**Run 1: power grid**

Scale bar: 50 um. Pins as bars on the die edge.
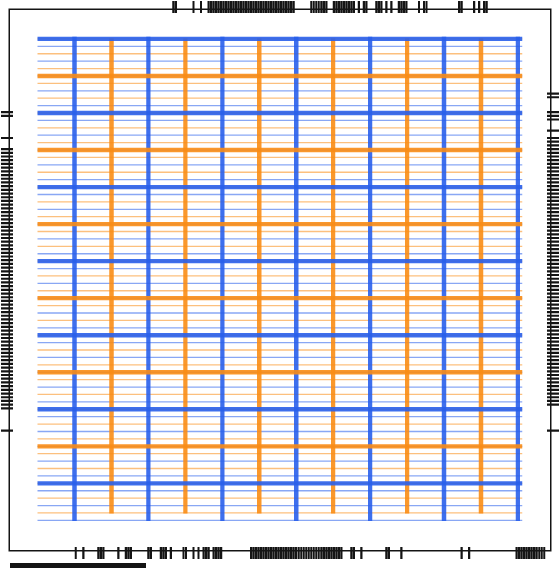
**Run 1: placed cells, one color a class**

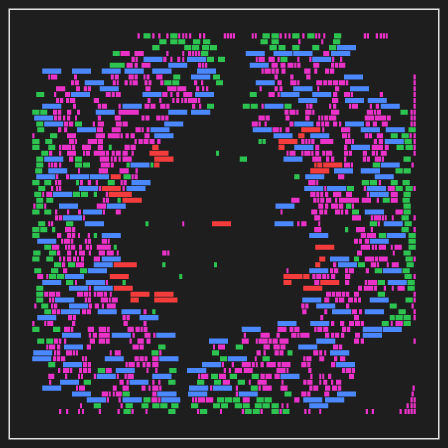
**Run 1: clock wires, drivers and flops**

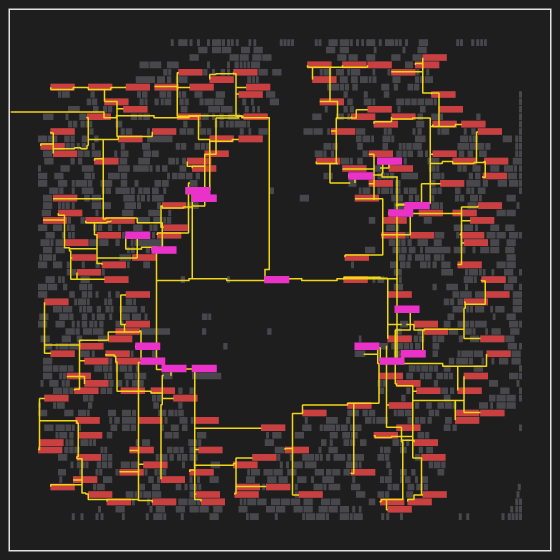
==> config.mk <==
export PLATFORM = sky130hd
export DESIGN_NAME = top_encoder
export DESIGN_NICKNAME = d
export VERILOG_FILES = /design/src/rtl/top_encoder_pkg.sv /design/src/rtl/top_encoder_chan.sv /design/src/rtl/top_encoder.sv
export SDC_FILE = /design/constraint.sdc
export NUM_CORES = 1
export LEC_CHECK = 0
export CAP_MARGIN = 20
export CORE_MARGIN = 10
export CORE_UTILIZATION = 30
export DETAILED_ROUTE_END_ITERATION = 10
export GPL_TIMING_DRIVEN = 1
export PLACE_DENSITY = 0.58
export SLEW_MARGIN = 30
export SYNTH_ARGS = -nofsm -noshare
export SYNTH_HDL_FRONTEND = slang
export SYNTH_SLANG_ARGS = --single-unit
==> constraint.sdc <==
create_clock -name clk -period 5.3 [get_ports clk]
set_input_delay 0.53 -clock clk [delete_from_list [all_inputs] [get_ports clk]]
set_output_delay 0.53 -clock clk [all_outputs]
set_load 0.1 [all_outputs]
==> src/rtl/top_encoder_pkg.sv <==
// Shared types and register-map constants for the DMA status encoder.
// Imported by the channel tracker and the register packer.
package top_encoder_pkg;

    typedef enum logic [2:0] {
        ST_IDLE   = 3'd0,
        ST_LOADED = 3'd1,
        ST_RUN    = 3'd2,
        ST_DONE   = 3'd3,
        ST_ERR    = 3'd4
    } chan_state_e;

    localparam int STATE_W = 3;

    // Reg 0 status bit positions
    localparam int BIT_RD_BUSY = 0;
    localparam int BIT_WR_BUSY = 1;
    localparam int BIT_RD_DONE = 2;
    localparam int BIT_WR_DONE = 3;
    localparam int BIT_RD_ERR  = 4;
    localparam int BIT_WR_ERR  = 5;
    localparam int BIT_RD_OVR  = 6;
    localparam int BIT_WR_OVR  = 7;

    localparam int LEN_OFFSET   = 32;
    localparam int STATE_OFFSET = 56;

endpackage

==> src/rtl/top_encoder_chan.sv <==
// One DMA channel tracker: lifecycle FSM, saturating beat and cycle counters,
// and the done/err/overrun sticky bits with clear-on-read support.
module top_encoder_chan
    import top_encoder_pkg::*;
#(
    parameter int LEN_W = 20
) (
    input  logic             clk,
    input  logic             rst_n,
    input  logic             valid,
    input  logic [LEN_W-1:0] len,
    input  logic             start,
    input  logic             restart,
    input  logic             beat,
    input  logic             done,
    input  logic             error,
    input  logic             clr,
    output logic [2:0]       state,
    output logic             busy,
    output logic [LEN_W-1:0] beat_cnt,
    output logic [LEN_W-1:0] len_q,
    output logic [31:0]      cyc_cnt,
    output logic             done_stk,
    output logic             err_stk,
    output logic             ovr_stk
);

    chan_state_e state_q, state_nxt;
    logic load_len, clr_all, clr_cyc, set_done, set_err, set_ovr;

    always_ff @(posedge clk or negedge rst_n) begin
        if (!rst_n) state_q <= ST_IDLE;
        else        state_q <= state_nxt;
    end

    // restart dominates; error beats done and start within a state
    always_comb begin
        state_nxt = state_q;
        load_len  = 1'b0;
        clr_all   = 1'b0;
        clr_cyc   = 1'b0;
        set_done  = 1'b0;
        set_err   = 1'b0;
        set_ovr   = 1'b0;
        if (restart) begin
            state_nxt = ST_IDLE;
            clr_all   = 1'b1;
        end else begin
            case (state_q)
                ST_IDLE, ST_DONE: begin
                    if (valid) begin
                        state_nxt = ST_LOADED;
                        load_len  = 1'b1;
                    end
                end
                ST_LOADED: begin
                    if (error) begin
                        state_nxt = ST_ERR;
                        set_err   = 1'b1;
                    end else if (start) begin
                        state_nxt = ST_RUN;
                        clr_cyc   = 1'b1;
                    end else if (valid) begin
                        load_len  = 1'b1;
                    end
                end
                ST_RUN: begin
                    if (error) begin
                        state_nxt = ST_ERR;
                        set_err   = 1'b1;
                    end else if (done) begin
                        state_nxt = ST_DONE;
                        set_done  = 1'b1;
                    end
                    set_ovr = valid;
                end
                ST_ERR: set_ovr = valid;
                default: state_nxt = ST_IDLE;
            endcase
        end
    end

    always_ff @(posedge clk or negedge rst_n) begin
        if (!rst_n) begin
            len_q    <= '0;
            beat_cnt <= '0;
            cyc_cnt  <= '0;
            done_stk <= 1'b0;
            err_stk  <= 1'b0;
            ovr_stk  <= 1'b0;
        end else begin
            if (clr_all) begin
                len_q    <= '0;
                beat_cnt <= '0;
                cyc_cnt  <= '0;
            end else begin
                if (load_len) begin
                    len_q    <= len;
                    beat_cnt <= '0;
                end else if (state_q == ST_RUN && beat && beat_cnt < len_q) begin
                    beat_cnt <= beat_cnt + 1'b1;
                end
                if (clr_cyc)
                    cyc_cnt <= '0;
                else if (state_q == ST_RUN && cyc_cnt != '1)
                    cyc_cnt <= cyc_cnt + 32'd1;
            end
            // a set in the clearing cycle survives the clear
            done_stk <= set_done | (done_stk & ~clr);
            err_stk  <= set_err  | (err_stk  & ~clr);
            ovr_stk  <= set_ovr  | (ovr_stk  & ~clr);
        end
    end

    assign state = state_q;
    assign busy  = (state_q == ST_RUN);

endmodule

==> src/rtl/top_encoder.sv <==
// DMA status encoder: tracks read and write channels and packs their state into
// the AXI-Lite readable register bank, with clear-on-read sticky bits and irq.
module top_encoder
    import top_encoder_pkg::*;
#(
    parameter int AXIL_DATA_WIDTH = 64,
    parameter int NUM_REGISTER    = 4,
    parameter int TOP_LEN_WIDTH   = 20
) (
    input  logic                                  clk,
    input  logic                                  rst_n,
    input  logic                                  read_valid,
    input  logic [$clog2(NUM_REGISTER)-1:0]       access_addr,
    input  logic                                  read_start,
    input  logic                                  read_restart,
    input  logic                                  top_read_valid,
    input  logic [TOP_LEN_WIDTH-1:0]              top_read_len,
    input  logic                                  write_start,
    input  logic                                  write_restart,
    input  logic                                  top_write_valid,
    input  logic [TOP_LEN_WIDTH-1:0]              top_write_len,
    input  logic                                  read_beat,
    input  logic                                  read_done,
    input  logic                                  read_error,
    input  logic                                  write_beat,
    input  logic                                  write_done,
    input  logic                                  write_error,
    output logic [AXIL_DATA_WIDTH*NUM_REGISTER-1:0] reg_up,
    output logic                                  irq
);

    localparam int W = AXIL_DATA_WIDTH;

    logic                     clr;
    logic [2:0]               rd_state, wr_state;
    logic                     rd_busy, wr_busy;
    logic [TOP_LEN_WIDTH-1:0] rd_beat, wr_beat, rd_len, wr_len;
    logic [31:0]              rd_cyc, wr_cyc;
    logic                     rd_done_s, wr_done_s, rd_err_s, wr_err_s, rd_ovr_s, wr_ovr_s;

    assign clr = read_valid && (access_addr == '0);

    top_encoder_chan #(.LEN_W(TOP_LEN_WIDTH)) u_rd (
        .clk(clk), .rst_n(rst_n),
        .valid(top_read_valid), .len(top_read_len),
        .start(read_start), .restart(read_restart),
        .beat(read_beat), .done(read_done), .error(read_error), .clr(clr),
        .state(rd_state), .busy(rd_busy), .beat_cnt(rd_beat), .len_q(rd_len),
        .cyc_cnt(rd_cyc), .done_stk(rd_done_s), .err_stk(rd_err_s), .ovr_stk(rd_ovr_s)
    );

    top_encoder_chan #(.LEN_W(TOP_LEN_WIDTH)) u_wr (
        .clk(clk), .rst_n(rst_n),
        .valid(top_write_valid), .len(top_write_len),
        .start(write_start), .restart(write_restart),
        .beat(write_beat), .done(write_done), .error(write_error), .clr(clr),
        .state(wr_state), .busy(wr_busy), .beat_cnt(wr_beat), .len_q(wr_len),
        .cyc_cnt(wr_cyc), .done_stk(wr_done_s), .err_stk(wr_err_s), .ovr_stk(wr_ovr_s)
    );

    // Every field is a direct view of channel flops, so async reset zeroes reg_up at once
    always_comb begin
        reg_up = '0;
        reg_up[BIT_RD_BUSY] = rd_busy;
        reg_up[BIT_WR_BUSY] = wr_busy;
        reg_up[BIT_RD_DONE] = rd_done_s;
        reg_up[BIT_WR_DONE] = wr_done_s;
        reg_up[BIT_RD_ERR]  = rd_err_s;
        reg_up[BIT_WR_ERR]  = wr_err_s;
        reg_up[BIT_RD_OVR]  = rd_ovr_s;
        reg_up[BIT_WR_OVR]  = wr_ovr_s;
        reg_up[W   +: TOP_LEN_WIDTH]                = rd_beat;
        reg_up[W   + LEN_OFFSET +: TOP_LEN_WIDTH]   = rd_len;
        reg_up[W   + STATE_OFFSET +: STATE_W]       = rd_state;
        reg_up[2*W +: TOP_LEN_WIDTH]                = wr_beat;
        reg_up[2*W + LEN_OFFSET +: TOP_LEN_WIDTH]   = wr_len;
        reg_up[2*W + STATE_OFFSET +: STATE_W]       = wr_state;
        reg_up[3*W +: 32]                           = rd_cyc;
        reg_up[3*W + 32 +: 32]                      = wr_cyc;
    end

    assign irq = rd_done_s | wr_done_s | rd_err_s | wr_err_s | rd_ovr_s | wr_ovr_s;

endmodule

==> flow_summary.yaml, run 1 <==
# implementation run metrics
placement:
  pre_cts_slack_ns: 2.51
  place_congestion: 0.816
  place_area_mm2: 0.0116
  portBuffers: 215
  dp_hpwl_um: 21400
critical_path:
  required_ns: 4.77
  path_delay_family: "buffers and inverters"
  start_kind: "flip-flop"
  critPathMaxStageDelay_ns: 1.17
  crit_arrival_ns: 2.68
  reg2reg_slack_ns: 2.59
  critPathMaxFanout: 11
  rr_endpoint: "u_wr.beat_cnt[18]"
  path_buffers: 2
  rr_startpoint: "u_wr.beat_cnt[2]"
  crit_end: "reg_up[0]"
  cp_slowest_cell: "clkdlybuf4s50_1"
  criticalPathCategory: "flip-flop to output port"
  end_kind: "output port"
flow_run:
  cap_violations: 0
final_layout:
  final_cell_mix: "clkdlybuf4s50_1, dfrtp_1, nor2_1"
  fin_nets: 1341
  inverters: 55
  syn2layout_area_growth_pct: 28.0
  comb_area_mm2: 0.00486
  seqCellArea_mm2: 0.00390
  largest_cell_class: "multi-input combinational cells"
  comb_share: 0.398
  drive_above_1_share: 0.0685
  nClkBuffers: 19
  area_share_clock_buf_inv: 0.0509
  reg_top3: "u_rd.cyc_cnt: 32 flops, u_wr.cyc_cnt: 32 flops"
global_route:
  grt_pass1_wl_um: 45000
  grt_antenna_before_repair: 1
  groute.usage.overall: 0.142
timing:
  grt_setup_unrepaired: "false"
  setup_slack_ns: 2.09
  worstMarginPinSlew_ns: 1.03
  hold_viol_final: 0
  fin_crit_ns: 3.21
  setup_violations: 0
  hold_ws_ns: 0.0978
  fmax_ghz: 0.311
status:
  status: "completed"
yosys:
  yosys_cells: 1051
  adder_share: 0.0551
  edf_count: 0
  netlist_instances: 1051
  ys_types: 67
  synth.logic.top_family: "simple AND/OR/NAND/NOR gates"
  ys_ff: 156
  simple_gate_share: 0.216
  mux_area_frac: 0.0220
  synth_top_cell_by_count: "dfrtp_1"
  synth.avg_cell_area_um2: 9.08
detailed_routing:
  vias: 7933
  post_drt_wl_per_cell_um: 17.3
  firstDrtPassIters: 5
  drtIter0Drc: 392
  avgViaCountPerCell: 4.79
  drc: 0
floorplan:
  tap_cells: 402
  die_area_mm2: 0.0393
clock_tree:
  clkTransAtPathRegs_ns: 0.08
  cts_sinks: 156
  cts-resized-gates: 0
  clockBufferDepth: 2
  cts_setup_buffers: 0
  cts_root_buf: "clkbuf_16"
Notes on 'power grid' above:
[VSS] blue
[VDD] orange
met1 rails: 66
met4 straps: 13
rows: 65
signal pins: 314
Die Height: 198 um
VDD IR max: 217 uV
core area: 0.0315 mm^2
chip width: 198 um

Notes on 'placed cells, one color a class' above:
[flops] blue | cells: 156
[combinational and other logic] magenta | cells: 846
[other buffers and delay cells] green | cells: 221
[clock drivers and dummy loads] red | cells: 32
Core Util, Final: 0.388
fraction of area in registers: 0.320
design area: 0.0122 mm^2
row count: 65

Notes on 'clock wires, drivers and flops' above:
[clock wires] yellow | length: 2,570 um
[flip-flops] red | count: 156
[clock drivers] magenta | count: 17
flops lie: spread over the die
Worst-Skew Late Latency: 0.43 ns
skew final: 0.0160 ns
clock-net power: 1330 uW
clock share of power: 0.304

[run 1: power breakdown]
part	internal (uW)	switching [uW]	total [uW]
Sequential	1270	96.4	1370
Combinational	322	1360	1680
Clock	768	562	1330
[run 1: stage by stage]
step | util | instances | total power [uW]
2_1_floorplan | - | 1148 | 2770
3_3_place_gp | 0.371 | 1625 | 3110
3_5_place_dp | 0.369 | 1625 | 3090
4_1_cts | 0.389 | 1657 | 4440
5_1_grt | 0.388 | 1657 | 4580
6_report | 0.388 | 1657 | 4380
[run 1: metal layers]
layer  GRT usage  vias to the layer above
li1            -                     3881
met1       0.177                     3818
met2       0.230                      217
met3      0.0508                       15
met4      0.0305                        2
met5           0                        -
**Run 1: routing congestion**

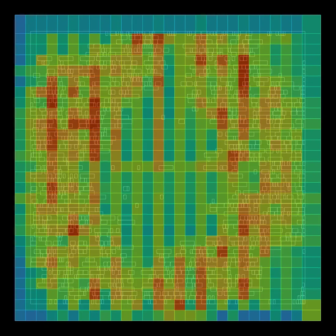

--- run 2 (diff from run 1) ---
==> constraint.sdc (replaced) <==
create_clock -name clk -period 3.2 [get_ports clk]
set_input_delay 0.32 -clock clk [delete_from_list [all_inputs] [get_ports clk]]
set_output_delay 0.32 -clock clk [all_outputs]
set_load 0.1 [all_outputs]
**Run 2: routing congestion**

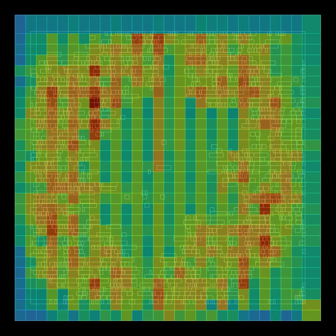
Core Util, Final: 0.388
met3 usage: 0.0587

==> run 2 against run 1 <==
Effect of this change:
- non-clock buffer count up 11
- synthesized cell count unchanged
- register-to-register slack worse by 2.2 ns
- synthesized area unchanged
- flip-flop count unchanged
- combinational power up 68%
- final cell count up 0.66%
- largest cell class unchanged
==> flow_summary.yaml, run 2 <==
# implementation run metrics
status:
  status: "completed"
final_layout:
  comb_share: 0.398
  fin_nets: 1352
  comb_area_mm2: 0.00485
  layoutNonFillerInstCount: 1668
  area_share_clock_buf_inv: 0.0487
  drive_above_1_share: 0.105
  sh_seq_area: 0.320
  seqCellArea_mm2: 0.00390
  syn2layout_area_growth_pct: 28.0
timing:
  worstMarginPinSlew_ns: 1.02
  hold_viol_final: 0
  fmax_ghz: 0.360
  fin_skew_ns: 0.00993
critical_path:
  crit_end: "u_wr.beat_cnt[10]"
  cp_slowest_cell: "or4_1"
  start_kind: "flip-flop"
  critPathMaxFanout: 27
  path_buffers: 0
  reg2reg_slack_ns: 0.43
global_route:
  use_met2: 0.225
  grt_most_used_layer: "met2"
  grt_antenna_before_repair: 1
  groute.usage.overall: 0.143
  grt_use_met1: 0.178
clock_tree:
  cts-resized-gates: 0
  clkTransAtPathRegs_ns: 0.07
  clockBufferDepth: 2
  clk_latency_ns: 0.44
placement:
  place_area_mm2: 0.0116
  portBuffers: 215
yosys:
  yosys_cells: 1051
  ys_ff: 156
  synth_top_cell_by_count: "dfrtp_1"
flow_run:
  cap_violations: 0
detailed_routing:
  avgViaCountPerCell: 4.78
  drtIter0Drc: 464
  post_drt_wl_per_cell_um: 17.1
floorplan:
  rows: 65
  placeableCoreArea_mm2: 0.0315
  die_area_mm2: 0.0393
power:
  power_uw: 7200
**Run 2: power grid**

Scale bar: 50 um. Pins as bars on the die edge.
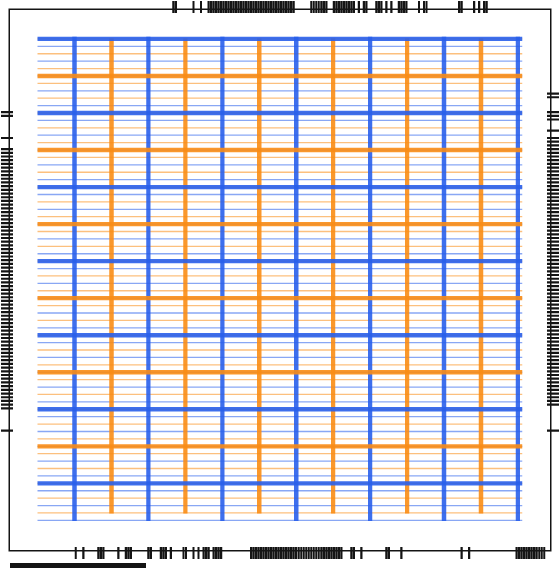
[VSS] blue
[VDD] orange
met4 straps: 13
signal pins: 314
rows: 65
met1 rails: 66
met5 straps: 13
VDD IR max: 436 uV

-- run 2: logic make-up (layout without fill, tap and decap cells) --
group,after synthesis,after routing,share of synthesized area
other,1,98,0.000393
adder cells (fa/ha/maj),42,42,0.0551
flip-flops,156,156,0.409
XOR/XNOR,55,55,0.0505
multiplexers,21,21,0.0220
buffers and inverters,201,319,0.123
AND-OR/OR-AND,185,185,0.124
AND/OR/NAND/NOR,390,390,0.216
-- run 2: power by group --
part	switching (uW)	internal, uW	leakage, uW
clock network	861	1240	0.000279
logic	2250	574	0.00283
registers	166	2100	0.00215
-- run 2: layer usage --
metal	wire length (um)	part of all wire	up-vias
met5	8	0.00028	-
met4	217	0.0076	2
met3	2640	0.092	18
met2	13500	0.47	218
met1	12300	0.43	3819
li1	-	-	3913
**Run 2: metal layers overlaid**

Scale bar: 50 um.
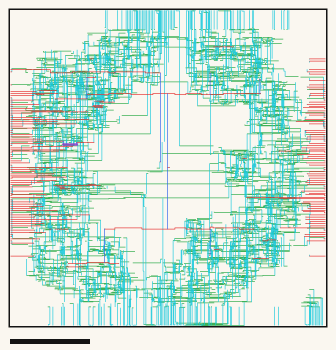

--- run 3 (diff from run 2) ---
--- a/config.mk
+++ b/config.mk
@@ -6,6 +6,7 @@
 export NUM_CORES = 1
 export LEC_CHECK = 0
 export CAP_MARGIN = 20
+export CORE_ASPECT_RATIO = 1.25
 export CORE_MARGIN = 10
 export CORE_UTILIZATION = 30
 export DETAILED_ROUTE_END_ITERATION = 10
**Run 3: metal layers overlaid**

Scale bar: 50 um.
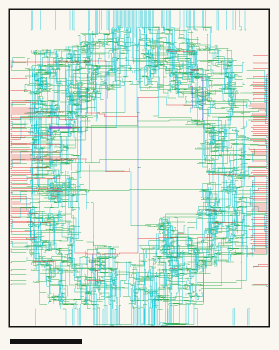
[metal 4] blue | wire length: 331 um
[metal 1] green | wire length: 12,200 um
[metal 3] red | wire length: 2,110 um
[metal 2] cyan | wire length: 14,000 um
[metal 5] purple | wire length: 13.8 um
GRT Util Overall: 0.142
routed length per instance: 17.1 um

==> run 3 against run 2 <==
Effect of this change:
- setup slack improved by 0.039 ns
- clock power is essentially flat
- count of clock-buffer cells in the layout down 2
- register-to-register slack gained 0.04 ns
- power decreased by 0.15%
- utilization increased by 0.35 points
- largest cell class unchanged
==> flow_summary.yaml, run 3 <==
# implementation run metrics
status:
  status: "completed"
global_route:
  grt_most_used_layer: "met2"
  grt_pass1_wl_um: 46000
  grt_use_met1: 0.171
  use_met2: 0.236
  grt_antenna_before_repair: 1
critical_path:
  rr_startpoint: "u_wr.beat_cnt[5]"
  path_buffers: 0
  critPathMaxStageDelay_ns: 0.56
  required_ns: 3.55
  crit_end: "u_wr.beat_cnt[14]"
power:
  power_frac_seq: 0.315
  pg_comb_uw: 2830
  p_seq_uw: 2270
  p_int_uw: 3870
  switching_share: 0.462
  ir_drop_uv: 538
  p_clk_frac: 0.292
detailed_routing:
  drtIter0Drc: 435
  wl_met3_um: 2110
  avgViaCountPerCell: 4.79
  vias: 8007
final_layout:
  inverters: 55
  final_cell_mix: "dfrtp_1, clkdlybuf4s50_1, nor2_1"
  comb_area_mm2: 0.00485
  reg_top3: "u_rd.cyc_cnt: 32 flops, u_wr.cyc_cnt: 32 flops"
  fin_nets: 1352
  nClkBuffers: 19
  largest_cell_class: "multi-input combinational cells"
placement:
  dp_hpwl_um: 21500
timing:
  fmax_ghz: 0.366
  hold_viol_final: 0
  setup_violations: 0
  grt_setup_unrepaired: "false"
  fin_crit_ns: 2.73
yosys:
  synth.logic.top_family: "simple AND/OR/NAND/NOR gates"
  ys_ff: 156
  yosys.area_share.xor_xnor: 0.0505
  synth.avg_cell_area_um2: 9.08
  adder_share: 0.0551
  simple_gate_share: 0.216
clock_tree:
  cts-resized-gates: 0
  clkTransAtPathRegs_ns: 0.07
  clockBufferDepth: 2
floorplan:
  die_w_um: 179
  dieHeight_um: 219
  die_area_mm2: 0.0394
  tap_cells: 407
**Run 3: placed cells, one color a class**

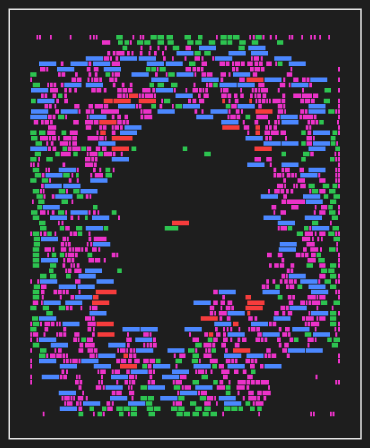
[other buffers and delay cells] green | cells: 232
[flops] blue | cells: 156
[combinational and other logic] magenta | cells: 846
[clock drivers and dummy loads] red | cells: 32
Core Util, Final: 0.391
design area: 0.0122 mm^2
fraction of area in registers: 0.320
core area: 0.0312 mm^2
row count: 72

-- run 3: cell counts after synthesis --
No cell type changed its count.
-- run 3: through the flow --
stage / power [uW] / cell area [um^2] / cells / setup WS [ns] / hold WS [ns]
2_1_floorplan: 4590 / 9900 / 1148 / 0.227 / 0.0244
3_3_place_gp: 5140 / 11600 / 1640 / 0.523 / 0.391
3_5_place_dp: 5150 / 11600 / 1640 / 0.415 / 0.390
4_1_cts: 7300 / 12200 / 1673 / 0.400 / 0.411
5_1_grt: 7520 / 12200 / 1673 / 0.246 / 0.427
6_report: 7190 / 12200 / 1673 / 0.465 / 0.442
-- run 3: timing repair --
item	4_1_cts	5_1_grt
endpoints found under the hold margin	66	0
setup buffers	0	0
hold buffers	1	0
Power figures rest on the tool's default switching activity, not on a simulated workload.
